==> config.mk <==
export PLATFORM = sky130hd
export DESIGN_NAME = pc_fetch_unit
export DESIGN_NICKNAME = d
export VERILOG_FILES = /design/src/rtl/pc_fetch_unit_pkg.sv /design/src/rtl/next_pc_sel.sv /design/src/rtl/pc_fetch_unit.sv
export SDC_FILE = /design/constraint.sdc
export NUM_CORES = 1
export LEC_CHECK = 0
export ABC_AREA = 0
export CAP_MARGIN = 15
export CORE_ASPECT_RATIO = 1.25
export CORE_MARGIN = 4
export CORE_UTILIZATION = 50
export CTS_CLUSTER_SIZE = 10
export DETAILED_ROUTE_END_ITERATION = 10
export DONT_BUFFER_PORTS = 1
export SETUP_SLACK_MARGIN = 0.2
export SKIP_LAST_GASP = 1
export SLEW_MARGIN = 20
export SYNTH_ARGS = -nofsm -noshare
export SYNTH_HDL_FRONTEND = slang
export SYNTH_SLANG_ARGS = --single-unit
==> constraint.sdc <==
create_clock -name clk -period 3.9 [get_ports clk]
set_input_delay 0.39 -clock clk [delete_from_list [all_inputs] [get_ports clk]]
set_output_delay 0.39 -clock clk [all_outputs]
set_load 0.01 [all_outputs]
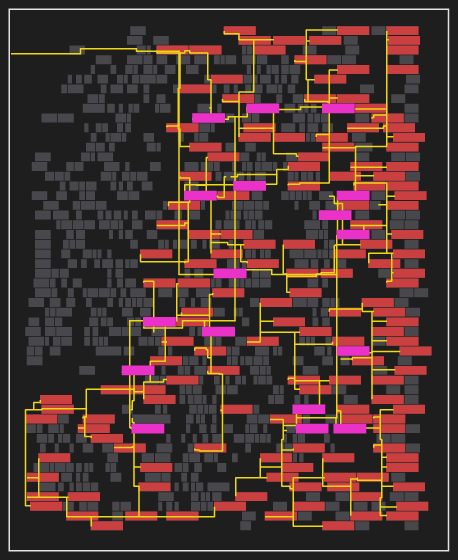
Figure 1: run 1, routed clock nets over the placement.
- clock wires: yellow (length 1,800 microns)
- clock-net drivers: magenta (count 17)
- flip-flops: red (count 149)
- flops lie: spread over the die
- routed clock nets: 18
Clock Skew: 0.00726 ns
power share of the clock group: 23.8%
Worst-Skew Late Latency: 0.42 ns
clk pwr: 0.00162 W

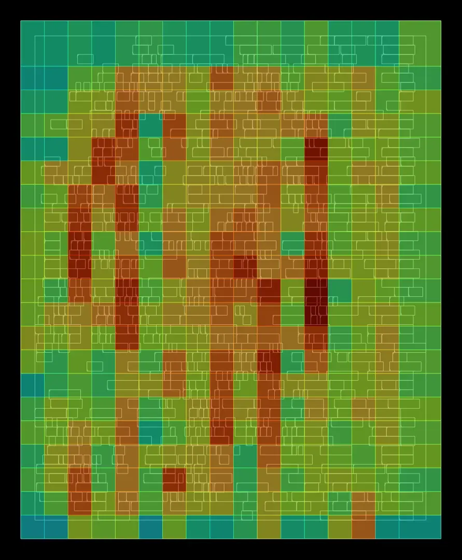
Figure 2: run 1, routing congestion map.
GRT Util Overall: 23.0%
grt met1 use: 31.1%

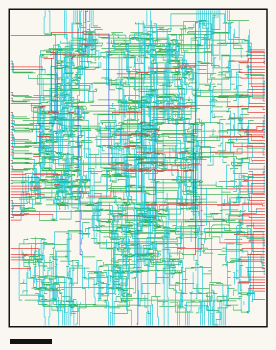
Figure 3: run 1, wiring by layer.
The bar under the picture is 20 microns long.
- M4: blue (wire length 592 microns)
- M3: red (wire length 1,600 microns)
- M2: cyan (wire length 9,550 microns)
- M1: green (wire length 9,200 microns)
via count: 6,304
Routed WL: 20,900 microns
routed len/inst: 20.4 microns

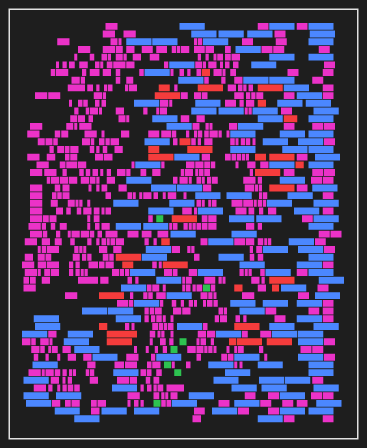
Figure 4: run 1, cell classes on the final placement.
- clock drivers and dummy loads: red (cells 32; share of their area 6.8%)
- registers: blue (cells 149; share of their area 43%)
- remaining logic cells: magenta (cells 625; share of their area 50%)
- remaining buffers and delay cells: green (cells 7; share of their area 0.60%)
Final Util: 55.8%
core area: 16,100 sq um
sequential fraction of total cell area: 41.4%
fin area: 9000 sq um

==> run notes, run 1 <==
run results: status=finished with violations, failing checks=negative hold slack, syn avg cell area=10.1 sq um, DR vias/cell=6.13, total nets after synthesis=949, asr flop ratio synth=100%, top cells, area=dfrtp_1, mux2_2, ha_1, type of origin of the critical path=flip-flop, xor/xnor share=6.08%, CTS Buf Count=17, crit-path most repeated cell=and3_1, H-tree depth=4, Logic power comb=0.00206 W, first-pass GRT wire length=33,600 microns, Critical Path Stages=9, DR WL met3=1600 microns, Setup violations, final=0, Max FO, Critical Path=7, Detailed Routing Iterations Pass 1=5, crit-path leading delay family=simple AND/OR/NAND/NOR gates, Seq share, synth=45.4%, Horiz. Die Dim=123 microns, synthesis area per yosys=8210 sq um, I/O Pins=215, Slew headroom=25.5%, fp util=50.9%, area grow syn2layout=9.60%, final hold slack=-0.338 ns, kind of critical path=flip-flop to flip-flop, Die Footprint=18,600 sq um, grt met3 use=5.42%, CTS resizes=0, post-place setup slack=1.10 ns, largest net degree at the start of global routing=150, global routing's busiest layer=met2, max cap viols=0, PwrDens=757 nW/um^2, ao+oa area frac=16.1%, vias in the first global route=6,349, Synth logic family=AND-OR/OR-AND gates, Residual DRC=0, placed cells=997, switching share of power=40.0%, CP peak stage delay=0.54 ns, mux share=10.5%, Clock transition at path regs=0.06 ns, Leak=3.92 nW, Yosys top cell area share=45.4%, Area after DPL=8410 sq um, Commonest Layout Cell=dfrtp_1, setup tns final=0 ns, ys flop type=dfrtp_1, Iter 0 DRT Violations=376, DRT antenna net count=0, Max Used Layer=met4, Largest Pwr Group=registers, routed wl met2=9550 microns, CTS tree=built, dpl hpwl=15,600 microns, Yosys top cell by instances=dfrtp_1, Final Instance Count excl. Fillers=1,029, Cell Int Power=0.00409 W, Final WS setup=1.05 ns, Seq cells post-synth=149, final hold violation count=149, worst hold path class=input port to asynchronous set/reset pin, clock buffer depth=2, IO Port Bufs=0, initial antenna violation count=0, post-layout min period=2.85 ns, P_seq=0.00313 W, mapped cell area=8210 sq um, FILL cells=1,459, proportion of layout cells with a drive suffix above 1=16.0%, most frequent cells in the layout=dfrtp_1, nand2_1, mux2_2, switching power=0.00273 W, CP Capture Type=flip-flop, Worst-Margin Slew=1.11 ns, root buffer cell=clkbuf_16, adder share=5.64%, clk sinks=149, CP Cell Sequence=ha_1 > and3_1 > nor3b_2 > and3_1 > nand2b_1 > nor3_1 > xor2_1 > a221oi_1 > a21oi_1, nets=938, Log Warnings=33, Yosys Instances=811, simple share=13.8%, synth cell count leaders=dfrtp_1, nand2_1, mux2_2, RSZ-0062 raised after global routing=no, Comb power frac=30.3%
==> run 1: layout make-up <==
class                           count  area (sq um)  area share [%]
Multi-Input combinational cell    608          4290            47.7
Sequential cell                   149          3730            41.4
Clock buffer                       18           439            4.88
Tap cell                          216           270            3.00
Clock inverter                     14           154            1.71
Inverter                           17          63.8           0.709
Timing Repair Buffer                7          52.6           0.584
==> run 1: metrics by stage <==
step,utilization (%),hold slack (ns),power (W)
after global routing,55.8,-0.360,0.00728
after floorplan,-,0.0944,0.00454
after CTS,55.8,-0.356,0.00687
after detailed placement,52.1,0.0981,0.00522
final,55.8,-0.338,0.00681
after global placement,52.1,0.0978,0.00513
==> run 2, diff against run 1 <==
==> constraint.sdc (replaced) <==
create_clock -name clk -period 2.7 [get_ports clk]
set_input_delay 0.27 -clock clk [delete_from_list [all_inputs] [get_ports clk]]
set_output_delay 0.27 -clock clk [all_outputs]
set_load 0.01 [all_outputs]
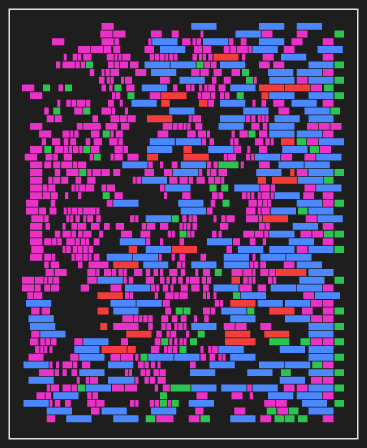
Figure 5: run 2, cell classes on the final placement.
fin area: 9660 sq um
row count: 52
sequential fraction of total cell area: 38.6%
Final Util: 59.8%

==> run 2 against run 1 <==
The flow still finishes with violations (negative hold slack); sequential share of layout area is 2.8 points lower; non-clock buffer count increased by 66; register-to-register slack worse by 0.74 ns; largest cell class unchanged; highest routed layer unchanged.
==> run notes, run 2 <==
run results: Die Footprint=18,600 sq um, proportion of layout cells with a drive suffix above 1=19.5%, Worst-Skew Late Latency=0.42 ns, RSZ-0062 raised after global routing=yes, status=finished with violations, area grow syn2layout=17.6%, Slew headroom=61.8%, post-place setup slack=0.0627 ns, Clock transition at path regs=0.07 ns, DRT antenna net count=0, synth cell count leaders=dfrtp_1, nand2_1, mux2_2, mux share=10.5%, mapped cell area=8210 sq um, Storage cell area=3730 sq um, adder share=5.64%, Comb power frac=33.4%, Worst-Margin Slew=0.570 ns, max cap viols=0, routed wl met2=10,600 microns, CP peak stage delay=0.41 ns, Final WS setup=0.316 ns, Iter 0 DRT Violations=442, final hold violation count=149, Yosys top cell area share=45.4%, largest net degree at the start of global routing=150, CTS Buf Count=17, worst hold path class=input port to asynchronous set/reset pin, synthesis area per yosys=8210 sq um, first-pass GRT wire length=35,100 microns, core area=16,100 sq um, switching power=0.00403 W, Clock Skew=0.0111 ns, asr flop ratio synth=100%, Setup violations, final=0, FILL cells=1,398, Max Used Layer=met4, power share of the clock group=23.4%, setup tns final=0 ns, Critical Path Stages=13, CP Capture Type=flip-flop, Yosys top cell by instances=dfrtp_1, Max FO, Critical Path=4, Seq share, synth=45.4%, IO Port Bufs=0, Log Warnings=34, CP Cell Sequence=inv_2 > ha_4 > nor2b_2 > nand2_1 > nor2_2 > o21ai_1 > a31oi_1 > ha_2 > ha_2 > nand2_1 > nor2_2 > nand3_1 > xnor2_1, syn avg cell area=10.1 sq um, DR WL met3=1870 microns, ys flop type=dfrtp_1, Residual DRC=0, Synth logic family=AND-OR/OR-AND gates, failing checks=negative hold slack, crit-path leading delay family=simple AND/OR/NAND/NOR gates, most frequent cells in the layout=dfrtp_1, nand2_1, mux2_2, simple share=13.8%, Commonest Layout Cell=dfrtp_1, clock buffer depth=2, total nets after synthesis=949, Horiz. Die Dim=123 microns, clk sinks=149, kind of critical path=flip-flop to flip-flop, Seq cells post-synth=149, dpl hpwl=16,400 microns, combinational gate area=4320 sq um, Area after DPL=8680 sq um, Yosys Instances=811, switching share of power=39.3%, CTS tree=built, I/O Pins=215, grt met3 use=5.94%, PwrDens=1060 nW/um^2, Routed WL=22,000 microns, Final Instance Count excl. Fillers=1,095, initial antenna violation count=0, type of origin of the critical path=flip-flop, total power=0.0102 W, final hold slack=-0.457 ns
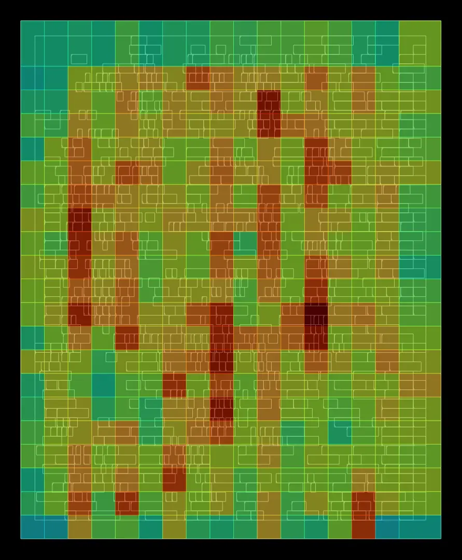
Figure 6: run 2, routing congestion map.
GRT Util Overall: 24.0%
global routing's busiest layer: met2
routing usage on met2: 38.9%
grt met1 use: 31.6%

run 2: cell counts after synthesis:
Identical to the previous run, type by type.
run 2: cell type report:
cell class | count | area share [%]
clock inverters | 14 | 1.70
repair buffers | 73 | 6.92
well taps | 216 | 2.80
flip-flops and latches | 149 | 38.6
inverters | 17 | 0.661
clock buffers | 18 | 4.55
multi-input cells | 608 | 44.8
run 2: power by group through the flow:
stage	Combinational [W]	Sequential [W]	Clock [W]
5_1_grt	0.00379	0.00456	0.00254
2_1_floorplan	0.00241	0.00415	0
6_report	0.00342	0.00443	0.00239
3_3_place_gp	0.00325	0.00441	0
4_1_cts	0.00341	0.00443	0.00246
3_5_place_dp	0.00334	0.00447	0
Power and IR drop assume default switching activity.
